Fig. 1: run 1, metal 2
Scale: 3 px per µm.
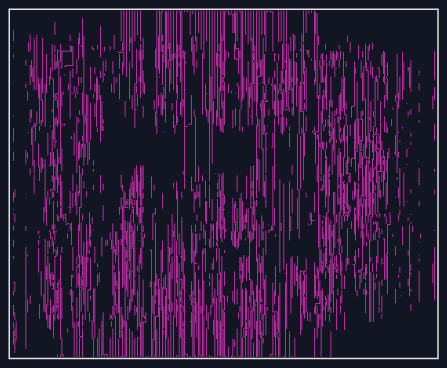
Fig. 2: run 1, cell density map
Scale: 3 px per µm. The die is cut into 14 by 12 equal tiles; black is low, pale yellow is high, 0 to 100% covered.
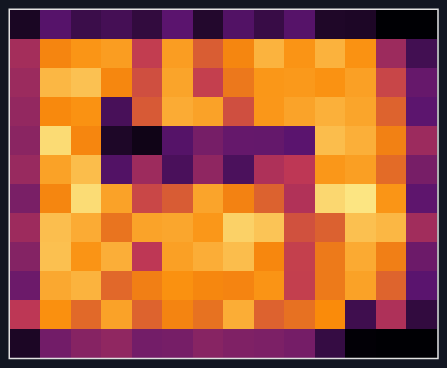
Fig. 3: run 1, clock nets
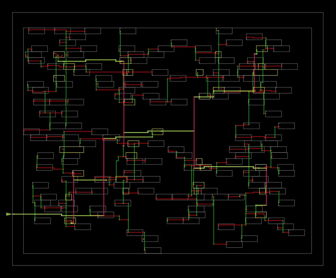
Fig. 4: run 1, sequential cells grouped by signal name
Scale: 3 px per µm. Other sequential cells in the stronger grey, the rest of the logic in the fainter grey.
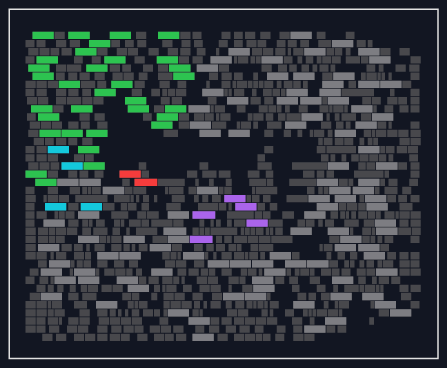
`src/rtl/mem_bus_arbiter_pkg.sv`:
```
// Shared definitions for the memory bus arbiter: FSM encoding and byte-lane constants.
package mem_bus_arbiter_pkg;

    typedef enum logic [1:0] {
        IDLE   = 2'd0,
        D_BUSY = 2'd1,
        I_BUSY = 2'd2
    } arb_state_e;

    // Byte enables are active low.
    localparam logic [3:0]  SEL_NONE  = 4'b1111;
    localparam logic [3:0]  SEL_WORD  = 4'b0000;
    localparam logic [31:0] WORD_ZERO = 32'h0000_0000;

endpackage

```
`src/rtl/mem_bus_arbiter_watchdog.sv`:
```
// Bus transaction watchdog: counts wait cycles without bus_ack and flags expiry at TIMEOUT-1.
module mem_bus_arbiter_watchdog #(
    parameter int unsigned TIMEOUT = 16,
    parameter int unsigned CNT_W   = 5
) (
    input  logic clk,
    input  logic reset_n,
    input  logic start_i,
    input  logic active_i,
    input  logic ack_i,
    output logic expire_o
);

    localparam logic [CNT_W-1:0] CNT_LAST = CNT_W'(TIMEOUT - 1);
    localparam logic [CNT_W-1:0] CNT_ONE  = CNT_W'(1);

    logic [CNT_W-1:0] cnt_q;
    logic [CNT_W-1:0] cnt_d;

    assign expire_o = active_i && !ack_i && (cnt_q == CNT_LAST);

    // Next count: restart on a new transaction or any termination, else count wait cycles.
    always_comb begin
        cnt_d = cnt_q;
        if (start_i || ack_i || expire_o) begin
            cnt_d = '0;
        end else if (active_i) begin
            cnt_d = cnt_q + CNT_ONE;
        end else begin
            cnt_d = cnt_q;
        end
    end

    // Counter register with synchronous reset.
    always_ff @(posedge clk) begin
        if (!reset_n) begin
            cnt_q <= '0;
        end else begin
            cnt_q <= cnt_d;
        end
    end

endmodule

```
`src/rtl/mem_bus_arbiter.sv`:
```
// Arbitrates the external memory port between instruction fetch and the data path (data first),
// holds the registered request until bus_ack or watchdog abort, and returns results to the owner.
module mem_bus_arbiter
    import mem_bus_arbiter_pkg::*;
#(
    parameter int unsigned TIMEOUT = 16,
    parameter int unsigned CNT_W   = 5
) (
    input  logic        clk,
    input  logic        reset_n,
    input  logic        if_ce,
    input  logic [31:0] if_addr,
    output logic [31:0] if_rdata,
    output logic        if_ready,
    input  logic        d_ce,
    input  logic        d_we,
    input  logic [3:0]  d_sel,
    input  logic [31:0] d_addr,
    input  logic [31:0] d_wdata,
    output logic [31:0] d_rdata,
    output logic        d_ready,
    output logic        bus_ce,
    output logic        bus_we,
    output logic [3:0]  bus_sel,
    output logic [31:0] bus_addr,
    output logic [31:0] bus_wdata,
    input  logic [31:0] bus_rdata,
    input  logic        bus_ack,
    output logic        bus_err,
    output logic        stall_req,
    output logic        grant_d
);

    arb_state_e  state_q, state_d;
    logic        bus_ce_q, bus_ce_d;
    logic        bus_we_q, bus_we_d;
    logic [3:0]  bus_sel_q, bus_sel_d;
    logic [31:0] bus_addr_q, bus_addr_d;
    logic [31:0] bus_wdata_q, bus_wdata_d;
    logic        if_ready_q, if_ready_d;
    logic        d_ready_q, d_ready_d;
    logic [31:0] if_rdata_q, if_rdata_d;
    logic [31:0] d_rdata_q, d_rdata_d;
    logic        bus_err_q, bus_err_d;
    logic        grant_d_q, grant_d_d;
    logic        start_s;
    logic        busy_s;
    logic        expire_s;
    logic [31:0] result_s;

    assign busy_s   = (state_q == D_BUSY) || (state_q == I_BUSY);
    assign result_s = bus_ack ? bus_rdata : WORD_ZERO;

    mem_bus_arbiter_watchdog #(
        .TIMEOUT (TIMEOUT),
        .CNT_W   (CNT_W)
    ) u_watchdog (
        .clk      (clk),
        .reset_n  (reset_n),
        .start_i  (start_s),
        .active_i (busy_s),
        .ack_i    (bus_ack),
        .expire_o (expire_s)
    );

    // Next-state and registered-output logic for the arbitration FSM.
    always_comb begin
        state_d     = state_q;
        bus_ce_d    = bus_ce_q;
        bus_we_d    = bus_we_q;
        bus_sel_d   = bus_sel_q;
        bus_addr_d  = bus_addr_q;
        bus_wdata_d = bus_wdata_q;
        if_ready_d  = 1'b0;
        d_ready_d   = 1'b0;
        if_rdata_d  = if_rdata_q;
        d_rdata_d   = d_rdata_q;
        bus_err_d   = 1'b0;
        start_s     = 1'b0;
        case (state_q)
            IDLE: begin
                // A requester whose ready is pulsing still shows its old ce; do not reissue it.
                if (d_ce && !d_ready_q) begin
                    state_d     = D_BUSY;
                    start_s     = 1'b1;
                    bus_ce_d    = 1'b1;
                    bus_we_d    = d_we;
                    bus_sel_d   = d_sel;
                    bus_addr_d  = d_addr;
                    bus_wdata_d = d_wdata;
                end else if (if_ce && !if_ready_q) begin
                    state_d     = I_BUSY;
                    start_s     = 1'b1;
                    bus_ce_d    = 1'b1;
                    bus_we_d    = 1'b0;
                    bus_sel_d   = SEL_WORD;
                    bus_addr_d  = if_addr;
                    bus_wdata_d = WORD_ZERO;
                end else begin
                    state_d = IDLE;
                end
            end
            D_BUSY, I_BUSY: begin
                if (bus_ack || expire_s) begin
                    state_d   = IDLE;
                    bus_ce_d  = 1'b0;
                    bus_we_d  = 1'b0;
                    bus_sel_d = SEL_NONE;
                    bus_err_d = expire_s;
                    if (state_q == D_BUSY) begin
                        d_ready_d = 1'b1;
                        // A completed store leaves load data untouched; an abort always clears it.
                        if (!bus_we_q || expire_s) begin
                            d_rdata_d = result_s;
                        end else begin
                            d_rdata_d = d_rdata_q;
                        end
                    end else begin
                        if_ready_d = 1'b1;
                        if_rdata_d = result_s;
                    end
                end else begin
                    state_d = state_q;
                end
            end
            default: begin
                state_d   = IDLE;
                bus_ce_d  = 1'b0;
                bus_we_d  = 1'b0;
                bus_sel_d = SEL_NONE;
            end
        endcase
        grant_d_d = (state_d == D_BUSY);
    end

    // State and output registers with synchronous active-low reset.
    always_ff @(posedge clk) begin
        if (!reset_n) begin
            state_q     <= IDLE;
            bus_ce_q    <= 1'b0;
            bus_we_q    <= 1'b0;
            bus_sel_q   <= SEL_NONE;
            bus_addr_q  <= WORD_ZERO;
            bus_wdata_q <= WORD_ZERO;
            if_ready_q  <= 1'b0;
            d_ready_q   <= 1'b0;
            if_rdata_q  <= WORD_ZERO;
            d_rdata_q   <= WORD_ZERO;
            bus_err_q   <= 1'b0;
            grant_d_q   <= 1'b0;
        end else begin
            state_q     <= state_d;
            bus_ce_q    <= bus_ce_d;
            bus_we_q    <= bus_we_d;
            bus_sel_q   <= bus_sel_d;
            bus_addr_q  <= bus_addr_d;
            bus_wdata_q <= bus_wdata_d;
            if_ready_q  <= if_ready_d;
            d_ready_q   <= d_ready_d;
            if_rdata_q  <= if_rdata_d;
            d_rdata_q   <= d_rdata_d;
            bus_err_q   <= bus_err_d;
            grant_d_q   <= grant_d_d;
        end
    end

    assign bus_ce    = bus_ce_q;
    assign bus_we    = bus_we_q;
    assign bus_sel   = bus_sel_q;
    assign bus_addr  = bus_addr_q;
    assign bus_wdata = bus_wdata_q;
    assign if_ready  = if_ready_q;
    assign d_ready   = d_ready_q;
    assign if_rdata  = if_rdata_q;
    assign d_rdata   = d_rdata_q;
    assign bus_err   = bus_err_q;
    assign grant_d   = grant_d_q;
    assign stall_req = (d_ce && !d_ready_q) || (if_ce && !if_ready_q);

endmodule

```
`config.mk`:
```
export PLATFORM = sky130hd
export DESIGN_NAME = mem_bus_arbiter
export DESIGN_NICKNAME = d
export VERILOG_FILES = /design/src/rtl/mem_bus_arbiter_pkg.sv /design/src/rtl/mem_bus_arbiter_watchdog.sv /design/src/rtl/mem_bus_arbiter.sv
export SDC_FILE = /design/constraint.sdc
export NUM_CORES = 1
export LEC_CHECK = 0
export ABC_CLOCK_PERIOD_IN_PS = 2300
export CAP_MARGIN = 20
export CORE_ASPECT_RATIO = 0.8
export CORE_MARGIN = 5
export CORE_UTILIZATION = 42
export CTS_BUF_LIST = sky130_fd_sc_hd__clkbuf_4 sky130_fd_sc_hd__clkbuf_8
export CTS_CLUSTER_SIZE = 25
export DETAILED_ROUTE_END_ITERATION = 16
export HOLD_SLACK_MARGIN = 0.03
export PLACE_DENSITY = 0.79
export SETUP_SLACK_MARGIN = 0.5
export SLEW_MARGIN = 40
export SYNTH_ARGS = -nofsm -noshare
export SYNTH_HDL_FRONTEND = slang
export SYNTH_SLANG_ARGS = --single-unit
```
`constraint.sdc`:
```
create_clock -name clk -period 2.3 [get_ports clk]
set_input_delay 0.46 -clock clk [delete_from_list [all_inputs] [get_ports clk]]
set_output_delay 0.46 -clock clk [all_outputs]
set_load 0.01 [all_outputs]
```
==> ci_impl_report.md, run 1 <==
## Synthesis and layout report

| Metric | Value |
|---|---|
| Largest net degree at the start of global routing | `65` |
| Flop pwr share | `46.6%` |
| Global-route met3 utilization | `a little under a tenth` |
| M1 WL | `7970 µm` |
| Buffers excl. clock | `a little over 300` |
| EDFF count, synth | `0` |
| Max VDD drop | `roughly 540 µV` |
| Leading area contributor after synthesis | `dfxtp_1` |
| Ys flops | `145` |
| Max-area cell share | `49.3%` |
| Max frequency | `around 560 MHz` |
| GP Congestion | `a little under 0.9` |
| Mapped Nets | `735` |
| Inverters | `5` |
| PnR worst setup slack | `523 ps` |
| Combinational cell power | `1.12 mW` |
| Hold EP | `bus_err` |
| NonClk Buf Share | `between 30% and 40%` |
| Port Buffers | `between 200 and 300` |
| Share of layout cells above drive strength 1 | `10.1%` |
| Hold Crit Depth | `3` |
| # hold bufs at CTS | `0` |
| Metal3 WL | `slightly below 2000 µm` |
| Pwr Density | `626 nW/µm²` |
| Seq_cells | `145` |
| Final nets | `1,004` |
| Distinct lib cells | `39` |
| Dpl hpwl | `roughly 14,000 µm` |
| H-tree Lvls | `4` |
| MI comb area | `approximately 2800 µm²` |
| Internal power | `between 4 and 5 mW` |
| Residual DRC | `0` |
| Largest class | `buffers` |
| Initial antenna violation count | `0` |
| Via density | `5.49` |
| Grt ovf | `0` |
| Die Y | `116 µm` |
| Setup violators final | `0` |
| Seq/total area | `a little under a third` |
| Reg clk slew, reported paths | `70 ps` |
| Hold_sp | `bus_ack` |
| Crit path max fanout | `2` |
| Crit Path Category | `in2out` |
| Hold_ws | `~440 ps` |
| Combinational power share | `a little under a fifth` |
| Fin. max-slew vios | `0` |
| Fin Setup TNS | `0 ps` |
| Async SR Flop Fraction | `0%` |
| Combinational share of cell area | `29.9%` |
| Die W | `142 µm` |
| Post-synth seq share | `49.3%` |
| Die area | `16,500 µm²` |
| Post CTS Setup Buffer Count | `8` |
| Sw Ratio | `between 20% and 30%` |
| # Cells Yosys | `592` |
| Post-Place Worst Slack | `106 ps` |
| HP Class | `in2reg` |
| Placed Cells | `1,007` |
| Top cells, area | `dfxtp_1 (49%), mux2i_1 (11%), a32o_1 (5.4%)` |
| Leakage | `4.00 nW` |
| Max-cap violations | `0` |
| Slew @ Worst Pin | `418 ps` |
| Most frequent cell after synthesis | `dfxtp_1` |
| Cell resize tally after clock tree synthesis | `approximately 150` |
| ClkCell Share | `4.20%` |
| CP Capture Point | `stall_req` |
| CLK BUF | `22` |
| Met1 GRT Util | `27.3%` |
| R2R Path Start | `u_watchdog.cnt_q[1]` |
| Non-Filler Instances | `1,053` |
| ANT nets after route | `0` |
| Syn Inst Count | `592` |
| Hold Vio Cnt, Final | `0` |
| DRT Pass-1 Iters | `6` |
| Reg-to-Reg End | `bus_sel[3]` |
| First-pass GRT wire length | `30,700 µm` |
| FF-to-FF setup slack | `540 ps` |
| Crit path DRT | `1840 ps` |
| Unrepaired setup endpoints after global routing | `yes` |
| Relative slew slack | `72.2%` |
| R2R depth | `7` |
| Heaviest power group | `sequential cells` |
| Synthesized area | `slightly below 6000 µm²` |
| Fin crit period | `1780 ps` |
| Final worst path period share | `between 70% and 80%` |
| GRT busiest layer | `met2` |
| Commonest cells post-synth | `dfxtp_1 (145), nand2_1 (69), mux2i_1 (64)` |
| Worst Path Arrival | `1320 ps` |
| Overall power | `roughly 5.9 mW` |
| Vias in the first global route | `5,934` |
| Number of buffers created by CTS | `17` |
| Initial DRC Count | `roughly 350` |
| Top Layer Used | `met4` |
| Floorplan row count | `38` |
| Avg Cell Area, Syn | `9.95 µm²` |
| Clock tree root buffer cell | `clkbuf_8` |
| Multi-In Gates | `383` |
| Clock Tree Buf Depth | `2` |
| Outcome | `finished, final reports clean` |
| Setup crit start | `if_ce` |
| Tapcell count | `180` |
| GRT Total Usage | `23.5%` |
| WL/cell | `19.2 µm` |
| Area Overhead vs Synth | `58.7%` |
| Most numerous logic cell after layout | `dfxtp_1` |
| Filler cell count | `~1,100` |
| I/O pin count | `277` |
| Placed cell area | `8800 µm²` |
| P_sw | `1.58 mW` |
| DR WL met2 | `9910 µm` |
| Type of origin of the critical path | `input port` |
| Clock power share | `34.4%` |
| Diode count | `0` |
| Yosys stat area | `approximately 6000 µm²` |
| Predominant post-synthesis flop cell | `dfxtp_1` |
| Log Warnings | `30` |
| Setup crit end kind | `output port` |
Notes on Fig. 1 above:
main direction	vertical
longest straight run	57.0 µm
Vias: 5,776
GR Util met2: 40.1%
DRT Wirelength: 20,200 µm

Notes on Fig. 2 above:
tiles over 75% full	35%
emptiest ninth of the die	lower right
mean over tiles	55%
fullest tile	94%
core area: 13,600 µm²
final core occ: 68.5%
FP Core Util: 43.2%

Notes on Fig. 3 above:
CTS sink cnt: 145
Late-Pin Clk Latency: 440 ps
Worst Skew: 10.4 ps
clk pwr: 2.01 mW

Notes on Fig. 4 above:
signal	colour	flops
bus_sel	cyan	4
bus_wdata	green	32
state_q	red	2
u_watchdog.cnt_q	purple	5
not coloured	102
Seq. pwr: 2.73 mW
register area: 2910 µm²

[run 1: sequential cells by signal, summed over array words and instances, names as in the netlist]
signal,flops
bus_sel,4
if_ready,1
bus_addr,32
grant_d,1
bus_wdata,32
d_rdata,32
if_rdata,32
state_q,2
d_ready,1
bus_we,1
bus_err,1
bus_ce,1
u_watchdog.cnt_q,5
[run 1: kinds of logic (layout without fill, tap and decap cells)]
group                      count (synthesis)  in the layout  synth area share [%]
muxes                                     64             64                  10.9
buffers and inverters                     64            345                  4.97
DFF                                      145            145                  49.3
AOI/OAI and AO/OA                        151            151                  18.6
adders and majority gates                  5              5                  1.06
and+or+nand+nor                          163            163                  15.2
[run 1: worst max-delay path, cell delays in order]
cell and delay, ps:
clkdlybuf4s50_1 470, nand2b_1 80, nand2_1 70, clkdlybuf4s15_1 230
Fig. 5: run 1, PDN straps and rails
Scale: 3 px per µm. Pins as bars on the die edge.
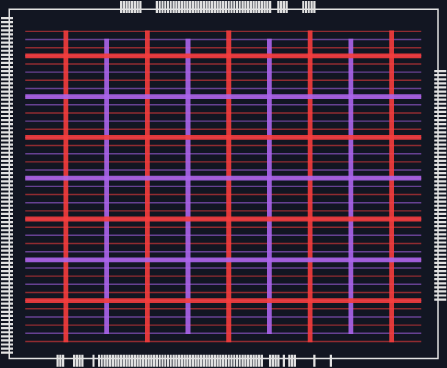

## Run 2: what changed since run 1
--- a/config.mk
+++ b/config.mk
@@ -5,7 +5,7 @@
 export SDC_FILE = /design/constraint.sdc
 export NUM_CORES = 1
 export LEC_CHECK = 0
-export ABC_CLOCK_PERIOD_IN_PS = 2300
+export ABC_CLOCK_PERIOD_IN_PS = 1700
 export CAP_MARGIN = 20
 export CORE_ASPECT_RATIO = 0.8
 export CORE_MARGIN = 5
==> constraint.sdc (replaced) <==
create_clock -name clk -period 1.7 [get_ports clk]
set_input_delay 0.34 -clock clk [delete_from_list [all_inputs] [get_ports clk]]
set_output_delay 0.34 -clock clk [all_outputs]
set_load 0.01 [all_outputs]
Fig. 6: run 2, PDN straps and rails
Scale: 3 px per µm. Pins as bars on the die edge.
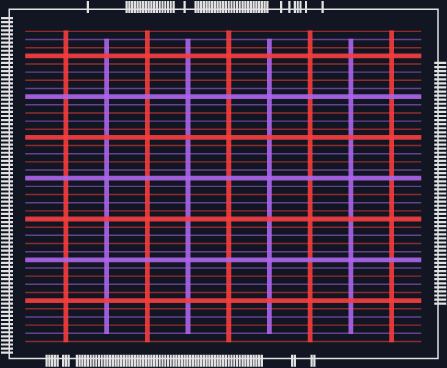
net	colour
VDD	purple
VSS	red
met1 rails	39
signal pins	277
rows	38
Die Y: 116 µm
Max VDD drop: 883 µV
Die W: 142 µm

Fig. 7: run 2, metal 2
Scale: 3 px per µm.
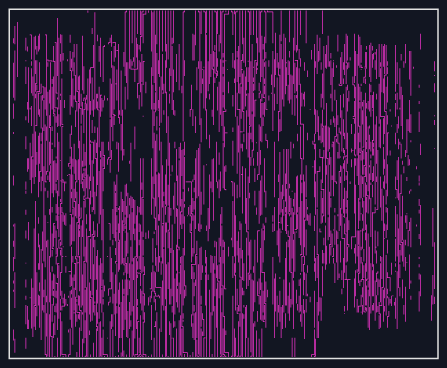
nets with wire on the layer	1,002
main direction	vertical
GR Util met2: 43.8%
Vias: 6,424
DRT Wirelength: 25,900 µm

==> run 2 against run 1 <==
Net effect:
- setup slack got worse by 590 ps
- sequential power rose by 38%
- die size did not move
- the flow now finishes with violations (negative setup slack)
- worst hold slack got worse by 200 ps
- critical path depth rose by 3
- final cell count rose by 7.2%
- clock-buffer cell count fell by 2
- critical path type is now reg2reg
- routed wire length rose by 28%
- flip-flop count did not move
- first-iteration DRC count rose by 11%
==> ci_impl_report.md, run 2 <==
## Synthesis and layout report

| Metric | Value |
|---|---|
| Crit Path Category | `reg2reg` |
| Heaviest power group | `sequential cells` |
| Final worst path period share | `104%` |
| Clk pwr | `3.13 mW` |
| Cell resize tally after clock tree synthesis | `880` |
| HP Class | `in2reg` |
| Non-Filler Instances | `approximately 1,100` |
| DRT Pass-1 Iters | `5` |
| Slew @ Worst Pin | `524 ps` |
| Final core occ | `83.4%` |
| Initial DRC Count | `387` |
| GP Congestion | `0.891` |
| Top cells, area | `dfxtp_1 (49%), mux2i_1 (11%), a32o_1 (5.4%)` |
| # Cells Yosys | `592` |
| Leading area contributor after synthesis | `dfxtp_1` |
| Metal3 WL | `2510 µm` |
| I/O pin count | `around 280` |
| # hold bufs at CTS | `0` |
| Global-route met3 utilization | `10.2%` |
| Outcome | `complete, but fails checks` |
| Grt ovf | `0` |
| Final nets | `1,078` |
| M1 WL | `between 9000 and 10,000 µm` |
| Avg Cell Area, Syn | `between 9 and 10 µm²` |
| Max-cap violations | `0` |
| Worst Skew | `16.0 ps` |
| Clock Tree Buf Depth | `2` |
| Setup violators final | `22` |
| Share of layout cells above drive strength 1 | `54.4%` |
| Commonest cells post-synth | `dfxtp_1 (145), nand2_1 (69), mux2i_1 (64)` |
| Predominant post-synthesis flop cell | `dfxtp_1` |
| Violated checks | `negative setup slack` |
| Pwr Density | `814 nW/µm²` |
| Reg clk slew, reported paths | `90 ps` |
| Die area | `16,500 µm²` |
| Internal power | `around 6.7 mW` |
| Via density | `5.69` |
| Comb area leader | `AND-OR/OR-AND gates` |
| Hold Crit Depth | `3` |
| Residual DRC | `0` |
| Log Warnings | `31` |
| Synth Area in Simple Gates | `approximately 15%` |
| Clock power share | `approximately a third` |
| FA/HA/MAJ Cells, Area Fraction | `1.06%` |
| Distinct lib cells | `39` |
| Unrepaired setup endpoints after global routing | `yes` |
| Met1 GRT Util | `26.8%` |
| Max frequency | `567 MHz` |
| FF-to-FF setup slack | `-70 ps` |
| Worst Path Arrival | `2130 ps` |
| PnR worst setup slack | `-65.1 ps` |
| First-pass GRT wire length | `31,900 µm` |
| Most numerous logic cell after layout | `buf_6` |
| Port Buffers | `276` |
| Flop pwr share | `40.9%` |
| P_sw | `2.59 mW` |
| Fin. max-slew vios | `0` |
| ANT nets after route | `0` |
| Relative slew slack | `between 60% and 70%` |
| H-tree Lvls | `4` |
| Area Overhead vs Synth | `93.2%` |
| R2R depth | `7` |
| Crit path max fanout | `6` |
| Placed cell area | `9010 µm²` |
| Placed Cells | `1,018` |
| Setup crit end kind | `flop` |
| Floorplan row count | `38` |
| Yosys stat area | `5890 µm²` |
| Async SR Flop Fraction | `0%` |
| Leakage | `4.43 nW` |
| Seq. pwr | `3.78 mW` |
| Late-Pin Clk Latency | `460 ps` |
[run 2: final cells by class]
class                           instances  area, µm²  area share (%)
Antenna cell                            1       2.50          0.0220
Tap cell                              180        225            1.98
Sequential cell                       145       3090            27.1
Multi-Input combinational cell        383       3300            29.0
Inverter                                5       18.8           0.165
Clock buffer                           20        275            2.42
Clock inverter                         12        179            1.57
Timing Repair Buffer                  383       4290            37.7
[run 2: cells by family (layout without fill, tap and decap cells)]
logic type      after synthesis  after routing
simple gates                163            163
compound gates              151            151
flops                       145            145
mux                          64             64
buf+inv                      64            420
fa+ha+maj                     5              5
other cells                   0              1
[run 2: worst max-delay path: stages (launching register included)]
cell and delay [ps]:
dfxtp_1 460, and3_4 240, ha_4 190, nand2b_4 90
a21oi_4 170, buf_12 160, clkbuf_16 160, mux2i_1 220
Fig. 8: run 2, clock nets
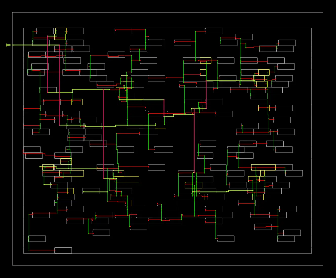

## Run 3: what changed since run 2
--- a/config.mk
+++ b/config.mk
@@ -15,7 +15,6 @@
 export DETAILED_ROUTE_END_ITERATION = 16
 export HOLD_SLACK_MARGIN = 0.03
 export PLACE_DENSITY = 0.79
-export SETUP_SLACK_MARGIN = 0.5
 export SLEW_MARGIN = 40
 export SYNTH_ARGS = -nofsm -noshare
 export SYNTH_HDL_FRONTEND = slang
Fig. 9: run 3, clock nets
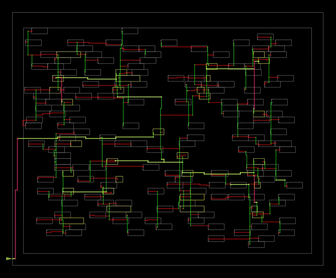
Late-Pin Clk Latency: 450 ps
seq_cells: 145
Worst Skew: 13.0 ps

Fig. 10: run 3, cell density map
Scale: 3 px per µm. The die is cut into 14 by 12 equal tiles; black is low, pale yellow is high, 0 to 100% covered.
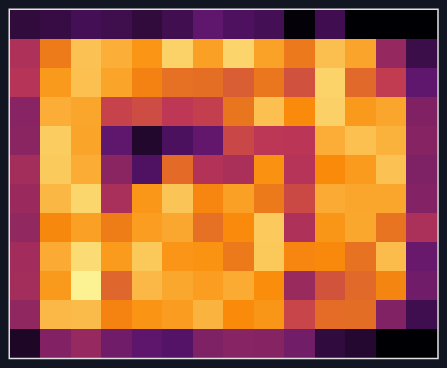
fullest tile	97%
nearly empty tiles	3.6%
mean over tiles	58%
final core occ: 71.7%

==> run 3 against run 2 <==
Net effect:
- the run still ends with negative setup slack left
- clock skew down 3.0 ps
- fmax up 1.4%
- power down 6.7%
- critical endpoint is now bus_sel[2]
==> ci_impl_report.md, run 3 <==
## Synthesis and layout report

| Metric | Value |
|---|---|
| Placed cell area | `8980 µm²` |
| HP Class | `in2reg` |
| Die area | `16,500 µm²` |
| Filler cell count | `slightly below 1,000` |
| Met1 GRT Util | `28.4%` |
| CP top delay family | `simple AND/OR/NAND/NOR gates` |
| Setup violators final | `13` |
| Synth Area in Simple Gates | `15.2%` |
| Die Y | `116 µm` |
| P_sw | `about 2.1 mW` |
| M1 WL | `8280 µm` |
| Crit path DRT | `just over 2000 ps` |
| Relative slew slack | `77.0%` |
| Heaviest power group | `sequential cells` |
| Aoi share | `18.6%` |
| CP Buf/Inv Count | `1` |
| Fin crit period | `roughly 1700 ps` |
| ANT nets after route | `0` |
| Initial DRC Count | `approximately 310` |
| Slew @ Worst Pin | `345 ps` |
| Syn Inst Count | `592` |
| Leakage | `4.69 nW` |
| Post-Place Worst Slack | `-193 ps` |
| Global-route met3 utilization | `10.2%` |
| Comb area leader | `AND-OR/OR-AND gates` |
| Sw Ratio | `24.8%` |
| Residual DRC | `0` |
| Post-synth seq share | `49.3%` |
| Clock power share | `38.6%` |
| GRT busiest layer | `met2` |
| Register area | `2910 µm²` |
| Async SR Flop Fraction | `0%` |
| Via density | `5.49` |
| Crit path max fanout | `5` |
| Mapped Nets | `approximately 740` |
| Grt ovf | `0` |
| Top Layer Used | `met4` |
| Distinct lib cells | `39` |
| R2R Path Start | `u_watchdog.cnt_q[0]` |
| Setup crit end kind | `flop` |
| Predominant post-synthesis flop cell | `dfxtp_1` |
| Internal power | `6.49 mW` |
| FA/HA/MAJ Cells, Area Fraction | `1.06%` |
| Flop pwr share | `a little over two fifths` |
| Mux cell area share | `a little over a tenth` |
| Worst Path Arrival | `roughly 2100 ps` |
| Cell chain of the critical path | `ha_4 -> and3_4 -> ha_4 -> nor3b_4 -> buf_6 -> nor2_4 -> a221o_1` |
| Most frequent CP cell | `ha_4` |
| Final worst path period share | `102%` |
| Vias in the first global route | `approximately 5,800` |
| Most numerous logic cell after layout | `dfxtp_1` |
| WP depth | `7` |
| Initial antenna violation count | `0` |
| Crit Path Category | `reg2reg` |
| Diode count | `0` |
| Clk pwr | `~3.3 mW` |
| Max frequency | `approximately 570 MHz` |
| Yosys xor share | `0%` |
| GRT Total Usage | `23.4%` |
| Max-cap violations | `0` |
| H-tree Lvls | `4` |
| Outcome | `complete, but fails checks` |
| Hold EP | `if_ready` |
| Leading area contributor after synthesis | `dfxtp_1` |
| Max-area cell share | `49.3%` |
| CP peak stage delay | `340 ps` |
| Log Warnings | `31` |
| FF-to-FF setup slack | `-40 ps` |
| DRT Wirelength | `20,500 µm` |
| Avg Cell Area, Syn | `just under 10 µm²` |
| Area Overhead vs Synth | `66.2%` |
| Commonest cells post-synth | `dfxtp_1 (145), nand2_1 (69), mux2i_1 (64)` |
| I/O pin count | `277` |
| PnR worst setup slack | `-40.8 ps` |
| WL/cell | `19.3 µm` |
| Seq. pwr | `3.69 mW` |
| Fin. max-slew vios | `0` |
| DRT Pass-1 Iters | `5` |
| Final nets | `a little over 1,000` |
| Number of buffers created by CTS | `17` |
| Largest net degree at the start of global routing | `86` |
| Combinational cell power | `1.61 mW` |
| R2R depth | `7` |
| Setup crit start | `u_watchdog.cnt_q[0]` |
| Hold_sp | `reset_n` |
| Unrepaired setup endpoints after global routing | `yes` |
| Top cells, area | `dfxtp_1 (49%), mux2i_1 (11%), a32o_1 (5.4%)` |
| CTS sink cnt | `145` |
| CP Capture Point | `bus_sel[2]` |
| Slowest-stage cell, CP | `dfxtp_2` |
| GR Util met2 | `38.1%` |
| FP Core Util | `43.2%` |
| Combinational power share | `18.7%` |
| Hold Crit Depth | `2` |
| Metal3 WL | `1990 µm` |
| Reg-to-Reg End | `bus_sel[2]` |
| Port Buffers | `276` |
| Floorplan row count | `38` |
| Ys flops | `~150` |
| Clock tree root buffer cell | `clkbuf_8` |
| Yosys stat area | `slightly below 6000 µm²` |
| Clock Tree Buf Depth | `2` |
| Reg clk slew, reported paths | `80 ps` |
| Pwr Density | `roughly 900 nW/µm²` |
| Max VDD drop | `576 µV` |
| Violated checks | `negative setup slack` |
| Type of origin of the critical path | `flop` |
| Synthesized area | `approximately 6000 µm²` |
| Core area | `13,600 µm²` |
| MI comb area | `between 2000 and 3000 µm²` |
| DR WL met2 | `9970 µm` |
| Vias | `5,832` |
| Dpl hpwl | `14,200 µm` |
| Hold Vio Cnt, Final | `0` |
| Die W | `142 µm` |
[run 3: cell counts after synthesis]
No cell type changed its count.
[run 3: through the flow]
stage	TNS, ps	power, mW	std cells	hold slack [ps]	util, %
floorplan	-176	4.43	592	466	-
detailed placement	-7660	5.40	1019	451	65.8
global placement	-4550	5.37	1019	443	65.8
global route	-3910	8.97	1063	229	71.7
CTS	-380	8.65	1057	233	69.7
finish	-236	8.63	1063	256	71.7
[run 3: area by class of cell]
type,count,area share (%)
tap,180,2.30
timing repair buffer,319,33.9
clock buffer,22,2.97
clock inverter,9,2.07
inverter,5,0.192
sequential,145,29.7
multi-input combinational,383,28.8
[run 3: timing repair]
action	4_1_cts	5_1_grt
pin swaps	3	11
hold buffers	0	0
gates resized	102	77
gates cloned	1	4
setup endpoints to repair	125	121
setup buffers	6	2
Power is estimated from default activity; no workload was simulated.
